### config.mk
export PLATFORM = sky130hd
export DESIGN_NAME = uart_byte_rx
export DESIGN_NICKNAME = d
export VERILOG_FILES = /design/src/rtl/uart_byte_rx.sv
export SDC_FILE = /design/constraint.sdc
export NUM_CORES = 1
export LEC_CHECK = 0
export CAP_MARGIN = 15
export CORE_AREA = 8 8 70 72
export DETAILED_ROUTE_END_ITERATION = 12
export DIE_AREA = 0 0 78 80
export PLACE_DENSITY_LB_ADDON = 0.15
export SLEW_MARGIN = 20
export SYNTH_ARGS = -nofsm -noshare
export SYNTH_HDL_FRONTEND = slang
export SYNTH_SLANG_ARGS = --single-unit
export TNS_END_PERCENT = 100
### constraint.sdc
create_clock -name clk -period 1.8 [get_ports clk]
set_clock_uncertainty 0.2 [all_clocks]
set_input_delay 0.36 -clock clk [delete_from_list [all_inputs] [get_ports clk]]
set_output_delay 0.36 -clock clk [all_outputs]
set_load 0.05 [all_outputs]
### src/rtl/uart_byte_rx.sv
// 8N1 UART receiver: 2-flop synchroniser, mid-bit sampling FSM, one-cycle
// readdatavalid / framing_error strobes. Synchronous active-low reset.
module uart_byte_rx #(
  parameter int CLKS_PER_BIT = 434,
  parameter int HALF_BIT     = CLKS_PER_BIT / 2
) (
  input  logic       clk,
  input  logic       rst_n,
  input  logic       rx_in,
  output logic [7:0] uart_data,
  output logic       readdatavalid,
  output logic       framing_error,
  output logic       rx_busy
);

  localparam int CNT_W = $clog2(CLKS_PER_BIT);

  generate
    if (CLKS_PER_BIT < 4) begin : g_bad_param
      $error("uart_byte_rx: CLKS_PER_BIT must be >= 4");
    end
  endgenerate

  localparam logic [CNT_W-1:0] CNT_LAST = CNT_W'(CLKS_PER_BIT - 1);
  localparam logic [CNT_W-1:0] CNT_HALF = CNT_W'(HALF_BIT - 1);

  typedef enum logic [2:0] {
    IDLE  = 3'd0,
    START = 3'd1,
    DATA  = 3'd2,
    STOP  = 3'd3,
    BREAK = 3'd4
  } state_t;

  state_t           state_q, state_d;
  logic             sync1_q, rxs_q;
  logic [CNT_W-1:0] cnt_q, cnt_d;
  logic [2:0]       bit_q, bit_d;
  logic [7:0]       shift_q, shift_d;
  logic [7:0]       data_q, data_d;
  logic             valid_q, valid_d;
  logic             ferr_q, ferr_d;

  // Synchroniser resets to the idle (high) level so reset never looks like a start bit.
  always_ff @(posedge clk) begin
    if (!rst_n) begin
      sync1_q <= 1'b1;
      rxs_q   <= 1'b1;
    end else begin
      sync1_q <= rx_in;
      rxs_q   <= sync1_q;
    end
  end

  // State and datapath registers.
  always_ff @(posedge clk) begin
    if (!rst_n) begin
      state_q <= IDLE;
      cnt_q   <= '0;
      bit_q   <= 3'd0;
      shift_q <= 8'h00;
      data_q  <= 8'h00;
      valid_q <= 1'b0;
      ferr_q  <= 1'b0;
    end else begin
      state_q <= state_d;
      cnt_q   <= cnt_d;
      bit_q   <= bit_d;
      shift_q <= shift_d;
      data_q  <= data_d;
      valid_q <= valid_d;
      ferr_q  <= ferr_d;
    end
  end

  // Next-state and strobe logic; strobes default low so each lasts one cycle.
  always_comb begin
    state_d = state_q;
    cnt_d   = cnt_q;
    bit_d   = bit_q;
    shift_d = shift_q;
    data_d  = data_q;
    valid_d = 1'b0;
    ferr_d  = 1'b0;
    case (state_q)
      IDLE: begin
        if (!rxs_q) begin
          state_d = START;
          cnt_d   = '0;
        end else begin
          state_d = IDLE;
        end
      end
      START: begin
        if (cnt_q == CNT_HALF) begin
          cnt_d = '0;
          bit_d = 3'd0;
          if (!rxs_q) begin
            state_d = DATA;
          end else begin
            state_d = IDLE;
          end
        end else begin
          cnt_d = cnt_q + CNT_W'(1);
        end
      end
      DATA: begin
        if (cnt_q == CNT_LAST) begin
          cnt_d   = '0;
          shift_d = {rxs_q, shift_q[7:1]};
          bit_d   = bit_q + 3'd1;
          if (bit_q == 3'd7) begin
            state_d = STOP;
          end else begin
            state_d = DATA;
          end
        end else begin
          cnt_d = cnt_q + CNT_W'(1);
        end
      end
      STOP: begin
        if (cnt_q == CNT_LAST) begin
          cnt_d = '0;
          if (rxs_q) begin
            data_d  = shift_q;
            valid_d = 1'b1;
            state_d = IDLE;
          end else begin
            ferr_d  = 1'b1;
            state_d = BREAK;
          end
        end else begin
          cnt_d = cnt_q + CNT_W'(1);
        end
      end
      BREAK: begin
        // A held-low line must rise before another start bit can be recognised.
        if (rxs_q) begin
          state_d = IDLE;
        end else begin
          state_d = BREAK;
        end
      end
      default: begin
        state_d = IDLE;
        cnt_d   = '0;
      end
    endcase
  end

  assign uart_data     = data_q;
  assign readdatavalid = valid_q;
  assign framing_error = ferr_q;
  assign rx_busy       = (state_q != IDLE);

endmodule

Run 1, metal 1:
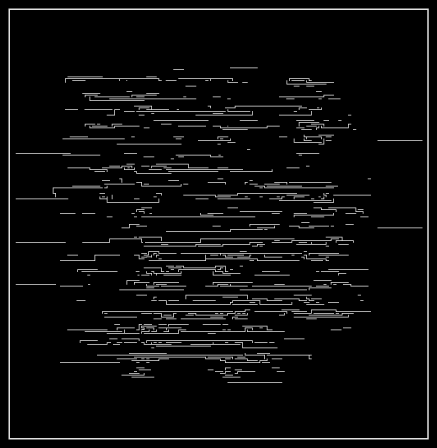
- main direction: horizontal
- nets with wire on the layer: 204
- wire length on this layer: 1800 um

Run 1, signal wires on met2:
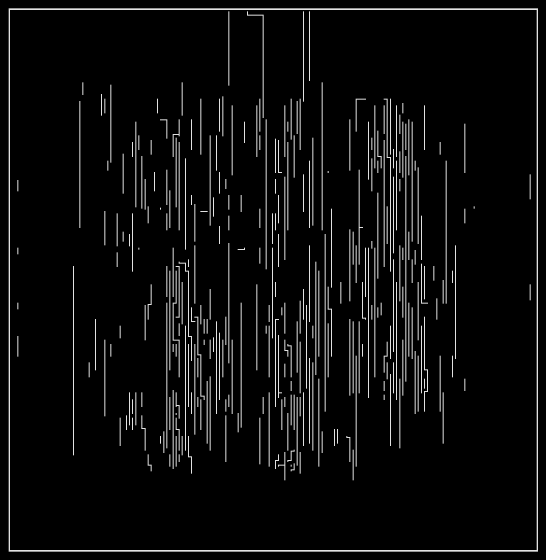
- wire length on this layer: 1950 um
- main direction: vertical
- longest straight run: 33.3 um
- nets with wire on the layer: 195
- share of all routed wire: 50%

==> results.yml, run 1 <==
# flow metrics
run_status:
  outcome: "finished clean"
final_layout:
  comb_cells: 127
  buffers_excl_clock: 42
  sh_comb_area_pct: 40.95
  largest-register: "cnt_q"
  final_area_um2: 2295
  num-nets-final: 224
  seq-cell-share_pct: 31.03
  buf_share_pct: 20.77
  final_core_util_pct: 59.51
  flops: 35
  mostFrequentLayoutCells: "dfxtp_1 (28), buf_4 (25), nor2_1 (23)"
  drive_gt1_share_pct: 32.72
  area_delta_synth_final_pct: 40.97
worst_hold_path:
  hold_end: "rxs_q"
critical_path:
  crit_start: "state_q[0]"
  r2r_cells: 4
  slowest_delay_ns: 0.36
  required_ns: 1.24
  path_delay_family: "simple AND/OR/NAND/NOR gates"
  path_depth: 3
  crit_type: "reg2out"
  timing.rr.end: "state_q[0]"
  r2r_start: "cnt_q[8]"
  end_kind: "output port"
  r2r_slack_ns: 0.03
  crit_slowest_cell: "or3_4"
  crit_chain: "buf_6, or3_4, buf_8"
clock_tree:
  clockRootBuffer: "clkbuf_8"
  tritoncts: "yes"
  cts_sinks: 35
  clock_latency_ns: 0.28
  cts_setup_buffers: 1
  clkSlewWorstSetupHoldPaths_ns: 0.07
  post_cts_resized: 8
  hold_buffers: 0
detailed_routing:
  vias: 1437
  firstDrtPassIters: 4
  drtAntennaViolNets: 0
  dr_wl_met2_mm: 1.948
logic_synthesis:
  ys_area_um2: 1628
  yosys_warnings: 0
  ys_sh_aoi_pct: 12.99
  yosysTopAreaCellShare_pct: 43.04
  async_flop_share_pct: 0
  postSynthAreaPerCell_um2: 9.249
  netlist_area_um2: 1628
  ys.flops: 35
  simple_gate_share_pct: 26.13
  yosysTopAreaCell: "dfxtp_1"
  ys.flop_type: "dfxtp_1"
job:
  cap_violations: 0
  warning_count: 30
floorplanning:
  fp-row-count: 23
  core-area_um2: 3856
  die_w_um: 78
  die-area_um2: 6240
  taps: 50
global_routing:
  antenna_found_initial: 0
  top_usage_layer: "met2"
  grtUsageMet1_pct: 15.94
  grt_max_degree: 17
final_timing:
  tightest_slew_ns: 0.5491
  drv_slew: 0
  whs_ns: 0.2149
  finalHoldViolations: 0
  fmax_ghz: 0.5564
  finalCritPeriodShare_pct: 99.85
  tns_ns: 0
  maxSlewHeadroom_pct: 63.01
power_and_ir_drop:
  seq_power_w: 0.000805
  pwr-share-seq_pct: 49.3
  p_leak_nw: 0.8992
  p_int_w: 0.001193
  swShare_pct: 26.92
place:
  gp_congestion: 0.7912
  place_inst: 253
  dpl_worst_slack_ns: -0.003089
Run 1, signal wires on met3:
Scale bar: 20 um.
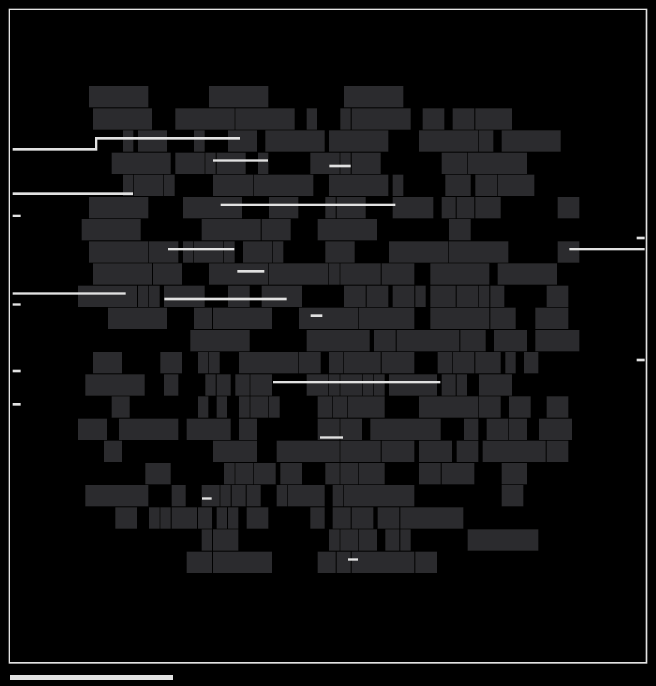
- nets with wire on the layer: 15
- main direction: horizontal
routing usage on met3: 3.941%
Routed WL: 3.926 mm

Run 1, sequential cells colored by netlist name:
Scale bar: 20 um.
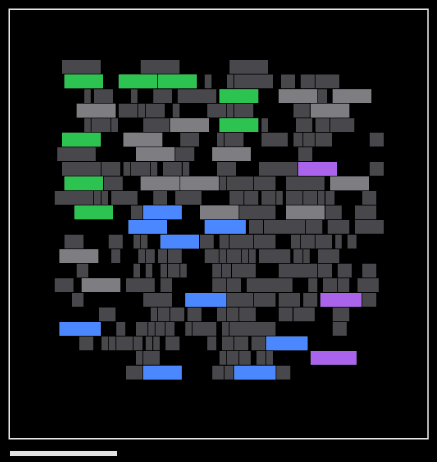

==> run 2: changes to the inputs <==
- ABC_AREA: default -> 1
Run 2, sequential cells colored by netlist name:
Scale bar: 20 um.
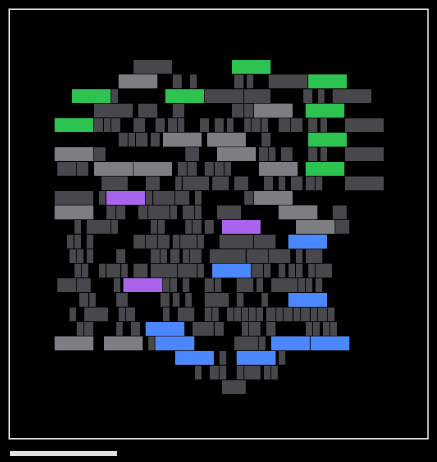
- blue: cnt_q (flops 9)
- green: uart_data (flops 8)
- purple: state_q (flops 3)

==> run 2 against run 1 <==
  * Synthesized area rose by 2.5%
  * Non-clock buffer count fell by 23
  * Combinational power rose by 150%
  * Clock power fell by 3%
  * Register-to-register slack improved by 0.11 ns
  * Count of clock-buffer cells in the layout rose by 1
  * Critical path depth rose by 6
  * Setup slack improved by 0.14 ns
  * Final area fell by 11%
==> results.yml, run 2 <==
# flow metrics
run_status:
  outcome: "finished clean"
critical_path:
  r2r_start: "cnt_q[1]"
  path_delay_family: "simple AND/OR/NAND/NOR gates"
  crit_chain: "inv_1, ha_1, nand2_1, nor2_4, nand2_4, inv_6, nand3_2, nand2_1, a21oi_1"
  crit_slowest_cell: "dfxtp_1"
  r2r_slack_ns: 0.14
  crit_start: "cnt_q[1]"
  timing.rr.end: "uart_data[5]"
  critPathCapture: "uart_data[5]"
  slowest_delay_ns: 0.32
  crit_type: "reg2reg"
  r2r_cells: 9
  path_depth: 9
  end_kind: "flop"
logic_synthesis:
  simple_gate_share_pct: 33.66
  ys_area_um2: 1669
  ys.flops: 35
  yosys_warnings: 0
  yosysTopAreaCellShare_pct: 41.98
  postSynthAreaPerCell_um2: 7.692
  netlist_area_um2: 1669
  fp_nets: 225
  async_flop_share_pct: 0
  ys_sh_aoi_pct: 9.595
  ys.flop_type: "dfxtp_1"
clock_tree:
  post_cts_resized: 0
  cts_buffers: 5
  cts_sinks: 35
  clockRootBuffer: "clkbuf_8"
  tritoncts: "yes"
  cts_setup_buffers: 0
  hold_buffers: 0
  clkSlewWorstSetupHoldPaths_ns: 0.07
final_layout:
  final_core_util_pct: 52.99
  sh_comb_area_pct: 40.91
  drive_gt1_share_pct: 19.75
  largest-register: "cnt_q"
  antenna-diode-count: 0
  num-nets-final: 245
  area_delta_synth_final_pct: 22.41
  flops: 35
  seq-cell-share_pct: 34.29
  comb_cells: 150
  mostFrequentLayoutCells: "nand2_1 (46), dfxtp_1 (35), inv_1 (21)"
  final_area_um2: 2043
  regArea_um2: 700.7
detailed_routing:
  wl_per_cell_um: 11.20
  dr_wl_met2_mm: 1.332
  routed_wl_mm: 3.227
  drtAntennaViolNets: 0
  vias: 1341
  firstDrtPassIters: 4
global_routing:
  top_usage_layer: "met2"
  grtUsageMet1_pct: 14.45
  antenna_found_initial: 0
  grt_max_degree: 14
  grt_pass1_wl_mm: 5.747
  grt_use_met3_pct: 3.604
final_timing:
  finalHoldViolations: 0
  whs_ns: 0.2130
  maxSlewHeadroom_pct: 79.02
  finalCritPeriodShare_pct: 91.99
  tightest_slew_ns: 0.3118
  drv_slew: 0
  fmax_ghz: 0.6039
  tns_ns: 0
power_and_ir_drop:
  p_leak_nw: 0.8279
  pwr-share-seq_pct: 42.1
  p_clk_share_pct: 25.2
  p_int_w: 0.001355
  top_power_group: "registers"
  swShare_pct: 35.87
  seq_power_w: 0.000889
job:
  cap_violations: 0
  warning_count: 28
worst_hold_path:
  hold_end: "rxs_q"
place:
  gp_congestion: 0.7899
  place_inst: 280
  dpl_worst_slack_ns: 0.1262
floorplanning:
  die-area_um2: 6240
  fp-row-count: 23
  die_w_um: 78
  taps: 50
  core-area_um2: 3856
No activity file was given, so power comes from the tool's default toggle rates.
